==> config.mk <==
export PLATFORM = sky130hd
export DESIGN_NAME = buffer_controller
export DESIGN_NICKNAME = d
export VERILOG_FILES = /design/src/rtl/buffer_controller_pkg.sv /design/src/rtl/buffer_controller_rr_arb2.sv /design/src/rtl/buffer_controller.sv
export SDC_FILE = /design/constraint.sdc
export NUM_CORES = 1
export LEC_CHECK = 0
export CORE_MARGIN = 2
export CORE_UTILIZATION = 25
export CTS_CLUSTER_SIZE = 14
export DETAILED_ROUTE_END_ITERATION = 16
export GPL_TIMING_DRIVEN = 0
export PLACE_DENSITY_LB_ADDON = 0.3
export SYNTH_ARGS = -nofsm -noshare
export SYNTH_HDL_FRONTEND = slang
export SYNTH_HIERARCHICAL = 1
export SYNTH_SLANG_ARGS = --single-unit
==> constraint.sdc <==
create_clock -name CLK -period 4.5 [get_ports CLK]
set_input_delay 0.675 -clock CLK [delete_from_list [all_inputs] [get_ports CLK]]
set_output_delay 0.675 -clock CLK [all_outputs]
set_load 0.01 [all_outputs]
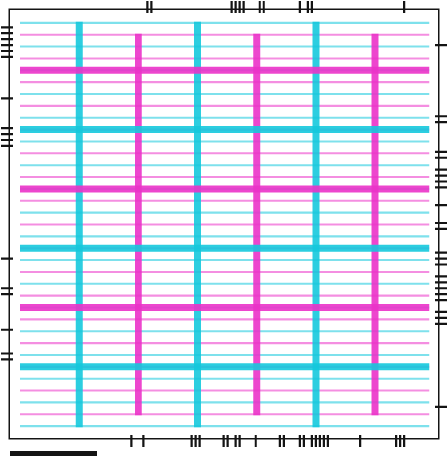
**Above:** PDN straps and rails.
The bar under the picture is 20 um long. Pins as bars on the die edge.
VDD: shown in magenta. VSS: shown in cyan.
35 met1 rails follow the rows. 76 signal pins sit on the boundary. 6 straps on met4. The core has 34 rows. 6 straps on met5.
Chip Width: 98.1 um
die height: 98.1 um
Core Region: 8680 um^2
VDD IR max: 126 uV

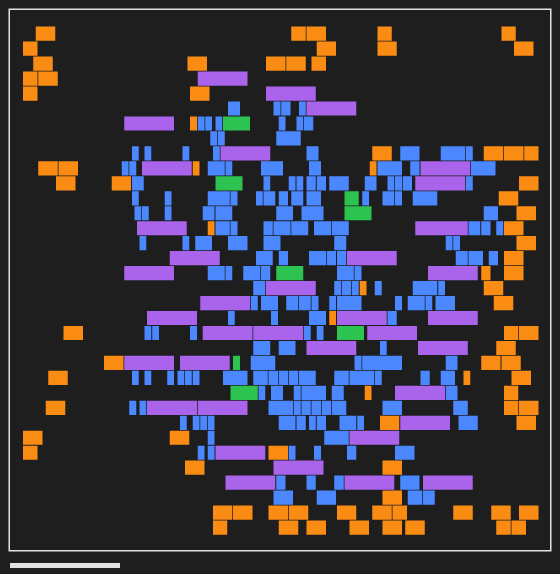
**Above:** cells coloured by class.
The bar under the picture is 20 um long.
remaining logic cells: shown in blue, cells 189, share of their area 40%. remaining buffers and delay cells: shown in orange, cells 84, share of their area 26%. clock drivers and dummy loads: shown in green, cells 8, share of their area 3.2%. sequential cells: shown in purple, cells 36, share of their area 31%.
flop share of the area: 29.7%
FP Rows: 34
final instance area: 3040 um^2
fin util: 35.0%

==> summary.txt <==
fresh numbers from the pnr run: FP Util=around a quarter, ranking of synthesized cells by area=dfrtp_1 (40%), nand2_1 (8.6%), ha_1 (6.8%), CTS resizes=0, WL final=5060 um, hold buffers post-CTS=0, distinct lib cells=about 42, clk_skew=approximately 0.013 ns, cell mode on critical path=clkdlybuf4s50_1, Clock Sinks=36, Worst EP arrival=approximately 3.1 ns, H-tree depth=2, layout cells sized above 1=roughly a tenth, number of nets in the layout=approximately 370, switching power=between 500 and 600 uW, leakage power=approximately 1.4 nW, Netlist Area Pre-Place=around 2200 um^2, Root Driver=clkbuf_8, hold_ws=around 0.48 ns, Crit. End Element=output pin, Initial DRT Pass Iterations=4, port bufs=a little under 60, buffer and inverter count on the worst path=3, # setup viols final=0, Post-Syn Nets=307, sequential power share=a little over a third, crit path kind=primary input to output pin, via count=about 1.9k, vias in the first global route=~1.8k, initial antenna violation count=0, endpoints failing hold=0, crit path DRT=about 3.8 ns, status=finished clean, wire length per cell=11.9 um, switch share=between 30% and 40%, Yosys chip area=about 2200 um^2, CP Max Fanout=10, Tcrit/Tclk final=a little over four fifths, clk_lat worst skew=about 0.3 ns, Die ar.=slightly below 10000 um^2, placed cell count=around 420, vias per cell=between 4 and 5, PwrDens=477 nW/um^2, internal power=approximately 900 uW, Post-synth EDFFs=0, Crit path largest cell delay=between 0.6 and 0.7 ns, n_diodes=0, Final GP Congestion=~0.79, io pins=76, Peak Freq=about 260 MHz, reg-to-reg slack, setup=approximately 2.0 ns, Final Power=~1.4 mW, Least-Margin Pin Slew=0.747 ns, Hold Crit Depth=2, Logic pwr share=between 40% and 50%, 1st-iter DRT viols=between 70 and 80, ys cells=250, area leader, netlist=dfrtp_1, Cell Count, Final, Fillers Out=approximately 430, Post-synth regs=36, Clock Tree Buf Depth=2, Clk pwr share=around 17%, critical-path cell list=clkdlybuf4s50_1 -> o21a_1 -> nor2b_1 -> buf_1 -> a211oi_1 -> a31oi_1 -> clkdlybuf4s50_1, HPWL after detailed placement=roughly 3900 um, Crit path depth=7, Post-Syn Area per Cell=8.86 um^2, tool warnings=28, Clk pin slew, worst setup/hold paths=approximately 0.070 ns, Slowest cell on crit path=clkdlybuf4s50_1, global route total overflow=0, setup TNS=0 ns, Ys Warns=6, Final Max Tran Viols=0, Top-area cell share=about two fifths, CTS Buf Count=5, antenna-violating nets left=0, RSZ-0062 raised after global routing=no, Total Routing Usage GR=10.9%, Synth Flop Type=dfrtp_1, Hold WC Path Type=flop to flop, async set-reset flop share out of synthesis=100%, maximum number of pins on one net before global-route repair=36, cell count after synthesis=about 250, Post-synth seq share=40.7%, CP Launch Type=primary input, R2R depth=10, Layout area overhead=37.0%, post-CTS setup buffer count=0, max_cap viols=0, Max-slew headroom=about 50%, CTS tree=built, Period minus WS final=between 3 and 4 ns, # DRC=0, delay-heaviest family, CP=buffers and inverters, first-pass GRT wire length=~8500 um
## power by group through the flow
stage / Combinational [mW] / Clock [mW] / Sequential [mW]
floorplan: 0.440 / 0 / 0.508
global placement: 0.670 / 0 / 0.527
detailed placement: 0.681 / 0 / 0.532
CTS: 0.685 / 0.259 / 0.525
global route: 0.754 / 0.271 / 0.542
finish: 0.678 / 0.246 / 0.524
## Yosys cell counts, types with 7 or more instances
library cell  instances
mux2i_1               7
a21oi_1              11
buf_4                16
dfrtp_1              35
nor2_1               13
xor2_1                9
inv_1                15
ha_1                 12
nand2_1              51
xnor2_1              11
o21ai_1              10
## per-layer routing
metal  up-vias  share of wire (%)  track usage, %
met5         -                  0               0
met1       861                 49            14.7
met3         7                6.5            3.51
met4         0                1.1            3.48
li1        953                  -               -
met2        60                 44            16.5
## per-stage QoR
step / area (um^2) / setup slack [ns]
finish: 3040 / 0.694
global route: 3040 / 0.513
CTS: 3040 / 0.694
detailed placement: 2940 / 0.720
global placement: 2940 / 0.715
floorplan: 2220 / 1.92
## final cells by class
| cell class | instances | area (um^2) |
|---|---|---|
| Sequential cell | 36 | 902 |
| Multi-Input combinational cell | 172 | 1090 |
| Timing Repair Buffer | 59 | 591 |
| Fill cell | 891 | 5640 |
| Inverter | 17 | 63.8 |
| Tap cell | 108 | 135 |
| Clock inverter | 1 | 7.51 |
| Buffer | 25 | 155 |
| Clock buffer | 7 | 86.3 |
## placed cells by master, fill, tap and decap left out, types with 2 or more instances in the layout
cell / instances
nand3_1: 6
nand4_1: 4
a21o_1: 3
nor2_1: 13
ha_1: 12
inv_1: 14
clkdlybuf4s50_1: 59
nor4_1: 3
dfrtp_1: 35
a211oi_1: 2
inv_2: 3
a31oi_1: 2
o21ai_1: 10
clkbuf_8: 6
nor3_1: 2
o2111ai_1: 2
buf_4: 16
nand2_1: 51
xnor2_1: 11
a21oi_1: 11
nand2b_1: 2
xor2_1: 9
nor2b_1: 6
clkbuf_1: 7
mux2i_1: 7
buf_1: 2
## cells by family after synthesis
kind of cell | count (synthesis) | synth area share (%)
AOI/OAI and AO/OA | 39 | 11.4
muxes | 7 | 3.16
adders and majority gates | 13 | 7.68
buffers and inverters | 42 | 9.88
and+or+nand+nor | 93 | 19.3
DFF | 36 | 40.7
xor gates and xnor gates | 20 | 7.91
## worst min-delay path, cell delays in order, from the launching register on
cell	delay [ns]
dfrtp_1	0.35
nand2_1	0.05
nand2_1	0.05
Power is estimated from default activity; no workload was simulated.
